$ cat src/rtl/counter_1_pkg.sv
// Shared widths and types for the counter_1 multiply-add pipeline.
package counter_1_pkg;

  localparam int unsigned A_W    = 7;
  localparam int unsigned B_W    = 7;
  localparam int unsigned C_W    = 14;
  localparam int unsigned PROD_W = 14;
  localparam int unsigned OUT_W  = 15;

  typedef logic [A_W-1:0]    a_t;
  typedef logic [B_W-1:0]    b_t;
  typedef logic [C_W-1:0]    c_t;
  typedef logic [PROD_W-1:0] prod_t;
  typedef logic [OUT_W-1:0]  count_t;

endpackage

$ cat src/rtl/counter_1_stage.sv
// Generic falling-edge pipeline register with asynchronous active-low clear.
module counter_1_stage #(
  parameter int unsigned W = 1
) (
  input  logic         clk_n,
  input  logic         reset_n,
  input  logic [W-1:0] d,
  output logic [W-1:0] q
);

  // NOTE: non-blocking assignment so every stage samples its neighbour's pre-edge value.
  always_ff @(negedge clk_n or negedge reset_n) begin
    if (!reset_n) q <= '0;
    else          q <= d;
  end

endmodule

$ cat src/rtl/counter_1.sv
// Two-stage registered multiply-add: count = A*B + C, updated on the falling edge of clk_n.
module counter_1
  import counter_1_pkg::*;
(
  input  logic             clk_n,
  input  logic             reset_n,
  input  logic [A_W-1:0]   A,
  input  logic [B_W-1:0]   B,
  input  logic [C_W-1:0]   C,
  output logic [OUT_W-1:0] count
);

  prod_t  prod_d;
  prod_t  prod_q;
  c_t     c_q;
  count_t sum_d;

  // Operands widened before the multiply so the full unsigned 14-bit product is kept.
  assign prod_d = prod_t'(A) * prod_t'(B);
  assign sum_d  = count_t'(prod_q) + count_t'(c_q);

  counter_1_stage #(.W(PROD_W)) u_prod_stage (
    .clk_n   (clk_n),
    .reset_n (reset_n),
    .d       (prod_d),
    .q       (prod_q)
  );

  counter_1_stage #(.W(C_W)) u_c_stage (
    .clk_n   (clk_n),
    .reset_n (reset_n),
    .d       (C),
    .q       (c_q)
  );

  counter_1_stage #(.W(OUT_W)) u_sum_stage (
    .clk_n   (clk_n),
    .reset_n (reset_n),
    .d       (sum_d),
    .q       (count)
  );

endmodule

$ cat config.mk
export PLATFORM = sky130hd
export DESIGN_NAME = counter_1
export DESIGN_NICKNAME = d
export VERILOG_FILES = /design/src/rtl/counter_1_pkg.sv /design/src/rtl/counter_1_stage.sv /design/src/rtl/counter_1.sv
export SDC_FILE = /design/constraint.sdc
export NUM_CORES = 1
export LEC_CHECK = 0
export CELL_PAD_IN_SITES_DETAIL_PLACEMENT = 1
export CELL_PAD_IN_SITES_GLOBAL_PLACEMENT = 1
export CORE_MARGIN = 1.5
export CORE_UTILIZATION = 40
export CTS_CLUSTER_DIAMETER = 60
export DETAILED_ROUTE_END_ITERATION = 16
export PLACE_DENSITY_LB_ADDON = 0.1
export SETUP_SLACK_MARGIN = 0.3
export SLEW_MARGIN = 0
export SYNTH_ARGS = -nofsm -noshare
export SYNTH_HDL_FRONTEND = slang
export SYNTH_SLANG_ARGS = --single-unit
$ cat constraint.sdc
create_clock -name clk_n -period 2 [get_ports clk_n]
set_clock_uncertainty 0.05 [all_clocks]
set_input_delay 0.5 -clock clk_n [delete_from_list [all_inputs] [get_ports clk_n]]
set_output_delay 0.5 -clock clk_n [all_outputs]
set_load 0.01 [all_outputs]
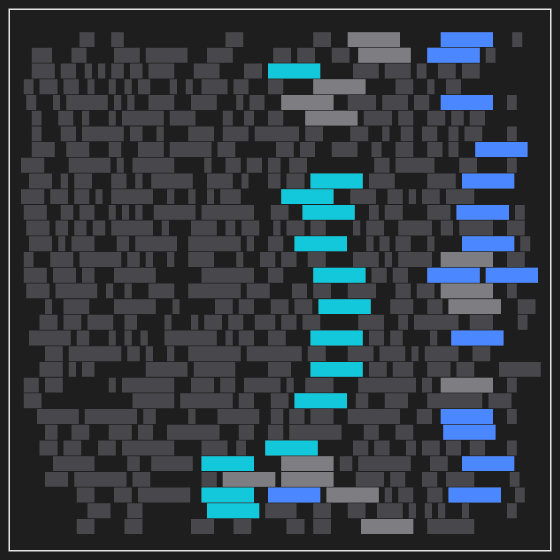
**Above:** register map, names as in the netlist.
Key: u_prod_stage.q = cyan [placed flops 14]; u_sum_stage.q = blue [placed flops 15]

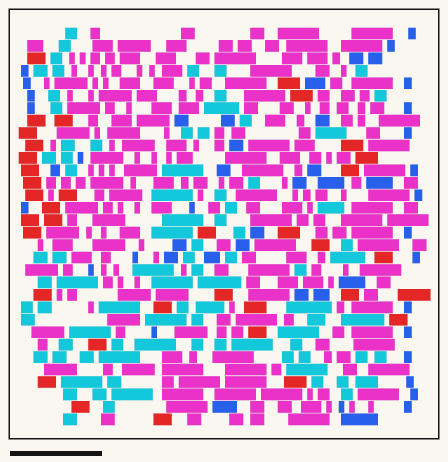
**Above:** cells by drive strength.
Scale bar: 20 um.
Key: x3 and x4 = cyan [cells 86, share 21%]; x1 and smaller = magenta [cells 248, share 59%]; x6 and larger = red [cells 36, share 8.6%]; x2 = blue [cells 49, share 12%]

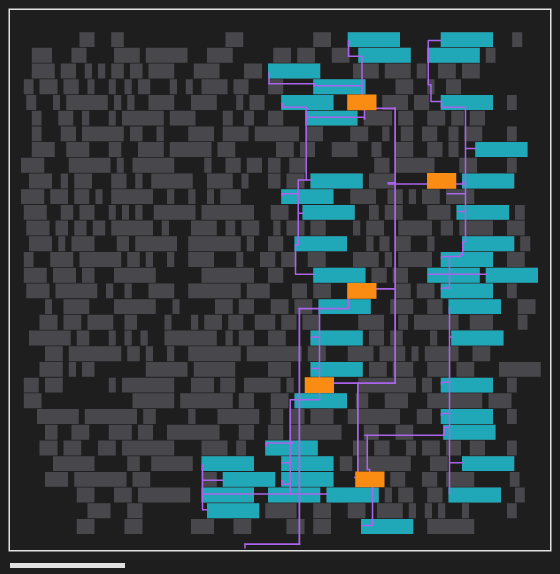
**Above:** clock distribution.
Scale bar: 20 um.
Key: clock-net drivers = orange [count 5]; clock wires = purple [length 491 um]; flip-flops = cyan [count 43]
There are 6 routed clock nets.

==> run notes <==
The full implementation flow was run.

Per the GRT congestion report, total overflow comes to 0. The number of antenna violations at the first check in global routing came to 0. The via count of the first global-routing pass stands at 2953. The share of cell area taken by muxes after synthesis stands at 0%. The largest total area in the synthesized netlist belongs to dfrtn_1. Of all the cell area in the finished design, the clock network holds 2.14%. The worst ir drop on vdd stands at 0.404 mV. Per STA, the library cell used most along the worst path is fa_1. In the synthesized netlist the async set-or-reset flop fraction comes to 100%. The worst setup path is launched from an input pin. The area inside the core boundary stands at 0.00785 mm^2.

At the floorplan stage, the core utilization is reported as 41.8%. The worst reg-to-reg path cell count stands at 6. Per the layout report, the design carries 107 non-clock buffers. In this run, the synthesized area fraction spent on adder and majority cells is recorded as 32.8%.

The horizontal die size stands at 93.5 um. The data arrival time reported for the critical path is 4.04 ns. Per the OpenROAD floorplan log, the area of the die is 0.00875 mm^2.

Looking at the clock tree report, the H-tree level count equals 2. The number of tap cells inserted stands at 102. CTS placed an instance of clkbuf_8 at the clock tree root. The report gives the cell count of the worst hold path as 1. The number of max-cap violations stands at 0.

Among all cell classes, the greatest summed area belongs to combinational gates. Looking at the critical path, the highest net fanout was 4. Once placement completed, the tool counted placed cells totaling 491. Once layout is complete, the utilization of the core stands at 61.7%. After synthesis the netlist holds a flip-flop and latch count of 43. The detailed router reported a total wirelength of 8.32 mm.

The critical path goes through buf_6, and2_4, fa_1, inv_2, fa_1, inv_1, fa_1, inv_2, fa_1, inv_2, ha_4, o21ai_2, o21ai_2, a2111oi_1, or3_1, xnor2_1. The number of pins exceeding their max-slew limit in the final report stands at 0. The final weighted congestion in routability-driven placement stands at 0.822. The number of antenna cells inserted stands at 0. As reported, the later end of the worst-skew pair has a clock insertion delay of 0.30 ns. On the critical path the largest part of the delay comes from adder cells. Looking at the reg2reg group, the worst path ends at u_sum_stage.q[12].

The critical path's slowest stage uses the library cell fa_1. Per the timing report, the most critical flop-to-flop path originates at u_c_stage.q[7]. The cell resize tally after clock tree synthesis stands at 164.

The via count stands at 2619. The launch point of the critical path was reported as B[2]. The data required time reported for the critical path is 1.09 ns. The number of warnings issued by yosys stands at 0. The number of endpoints failing setup at the final stage stands at 29. Entering global routing, the biggest net connects 44 pins.

Checking hold timing, the worst path is listed with class flop to flop. The first routing iteration left 34 violations. The setup slack of the most critical reg-to-reg path stands at 0.01 ns. The post-synthesis share of cell area spent on and-or and or-and gates stands at 11.2%. After the last flow step, the layout net total stands at 519. The initialized floorplan defines 32 standard-cell rows. The run finished, with violations left. For hold timing, the worst endpoint is u_sum_stage.q[0]. The total placed instance area stands at 0.00436 mm^2. Final hold analysis gives a worst-case slack of 0.389 ns. Per the detail_route report, DRC violations left total 0. The post-CTS setup repair buffer count stands at 12. For reference, the top logic cell family by area is adder cells.

The all-layer global routing usage stands at 19.7%. The analysis attributes to cell leakage a power of 2.31 nW. In the synthesized netlist, the cells that appear most often are ha_1, dfrtn_1, inv_1.

The average cell area after synthesis stands at 10.8 um^2. The number of flops mapped to enable cells by yosys stands at 0. The synthesized netlist devotes 5.61% of its cell area to XOR and XNOR gates. After synthesis, flip-flops and latches occupy 32.8% of the total area. Of all the cell area in the finished design, non-clock buffers hold 18.4%. The remaining number of nets flagged by the antenna check after routing stands at 0. Summing internal, switching and leakage power gives 0.00543 W. Buffers placed on the I/O ports in this run total 44.

The final cell area excluding filler cells stands at 0.00484 mm^2. The setup path with the least slack is of type input pin to flop. The count of final hold-check violations stands at 0. The checks that failed: setup timing. In this design, the stage delay of the slowest critical-path cell is 0.55 ns.

The number of buffer and inverter instances along the worst setup path stands at 5. Setup slack on the worst path after placement came out at -3.69 ns. Once layout is complete, the cells apart from fillers number 521.

Per the OpenROAD floorplan log, the height of the die is 93.5 um. The number of hold-repair buffers added at the cts stage stands at 0. The stage logs contain a warning count of 29.

The synthesized cell area stands at 0.00328 mm^2. In the layout the tool counted multi-input logic cells amounting to 224. The power per unit of standard cell area stands at 1120 mW/mm^2. The critical path in the final layout is reported with a setup slack of -2.95 ns. The worst-case headroom to the max-slew limit stands at 72.8%. Per the hold report, the tightest min-delay path originates at u_c_stage.q[0]. The area taken by flip-flops and latches stands at 0.00108 mm^2. Setup repair after global routing could not meet its margin everywhere. The number of nets handed over by synthesis was 405. TritonCTS built the clock tree. The script logs the ratio of routed vias to standard cells as 5.03. The slew at the pin with the worst max-slew slack stands at 0.405 ns.

The HPWL after detailed placement stands at 6.05 mm. The layout has 842 filler cells. Leaving out fill and tap cells, the most frequent cell in the layout is dfrtn_1. The fraction of cell area in multi-input combinational cells is reported as 51.7%.

STA classifies the critical path endpoint as a flop. The most frequently used library cell after synthesis is ha_1. The area of combinational cells with multiple inputs stands at 0.00250 mm^2. The most common logic cells in the final layout are dfrtn_1, buf_4, inv_1. The number of primary I/O pins stands at 45. The critical path crosses 16 cells after its start point. The count of distinct cell types in the synthesized netlist stands at 38. Following the worst setup path forward leads to its endpoint at u_prod_stage.q[12].

The per-cell routed wire length stands at 16.0 um. The synthesized design devotes to its leading area cell type 32.8% of total area. Adding up every negative setup slack in the final design gives -34.13 ns. The area of the synthesized netlist per yosys stat stands at 0.00328 mm^2. The pre-antenna-repair detailed-routing pass consisted of 6 iterations.

The first global-routing pass estimated 13.4 mm of wire. After synthesis, the design contains 304 cells according to Yosys. After synthesis, the cell types taking the most area are dfrtn_1, ha_1, fa_1. Looking at the clock tree report, the maximum root-to-sink buffer count equals 2. Among all flip-flop cells after synthesis, the most frequent one is dfrtn_1. The sequential cell area share stands at 22.2%.

Cells with a size suffix above 1 make up 40.8% of the layout. The inverter tally of the final layout excluding the clock network stands at 37. After technology mapping, the gate count stands at 304.

The clock net in this run drives a total of 43 sinks. The synthesis-to-finish area growth stands at 47.7%. Summing the areas of all and, or, nand and nor instances in the mapped netlist gives 13.3% of the synthesized area. The clock-pin slew of the registers on the worst-case setup and hold paths stands at 0.05 ns.
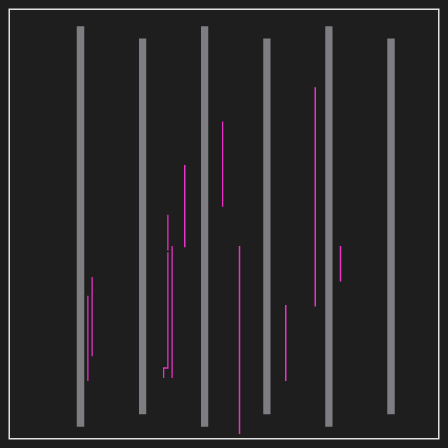
**Above:** met4 routing.
Supply wires on this layer in gray.
The wires run mostly vertical. The layer carries 248 um of wire.

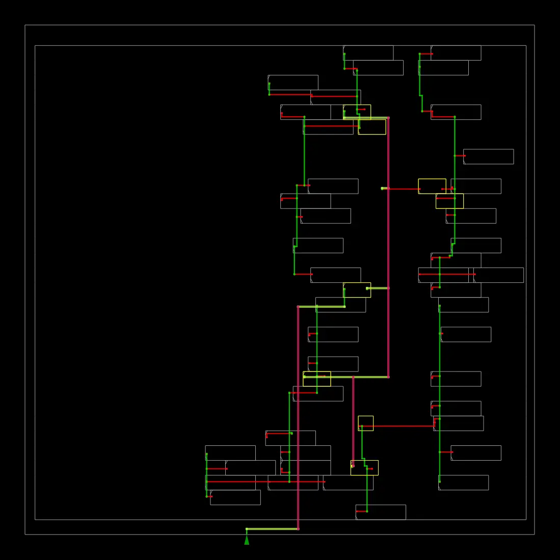
**Above:** clock routing.
number of sequential cells: 43
Clock group: 0.000597 W
number of CTS-inserted buffers: 5
clock buffers: 7

-- state kept, by name (all words and copies together) (netlist names) --
name            cells
u_c_stage.q        14
u_prod_stage.q     14
u_sum_stage.q      15
-- power by group --
group | internal [W] | leakage [nW] | switching [W] | total, W
registers | 0.00117 | 0.508 | 0.0000819 | 0.00125
logic | 0.00184 | 1.75 | 0.00174 | 0.00358
clock network | 0.000314 | 0.0505 | 0.000283 | 0.000597
total | 0.00333 | 2.31 | 0.00210 | 0.00543
-- layer usage --
metal / vias up / part of all wire [%] / GRT usage (%)
li1: 1250 / - / -
met1: 1286 / 39 / 21.9
met2: 58 / 55 / 38.5
met3: 25 / 3.1 / 1.87
met4: 0 / 3.0 / 6.72
met5: - / 0 / 0
Power figures rest on the tool's default switching activity, not on a simulated workload.
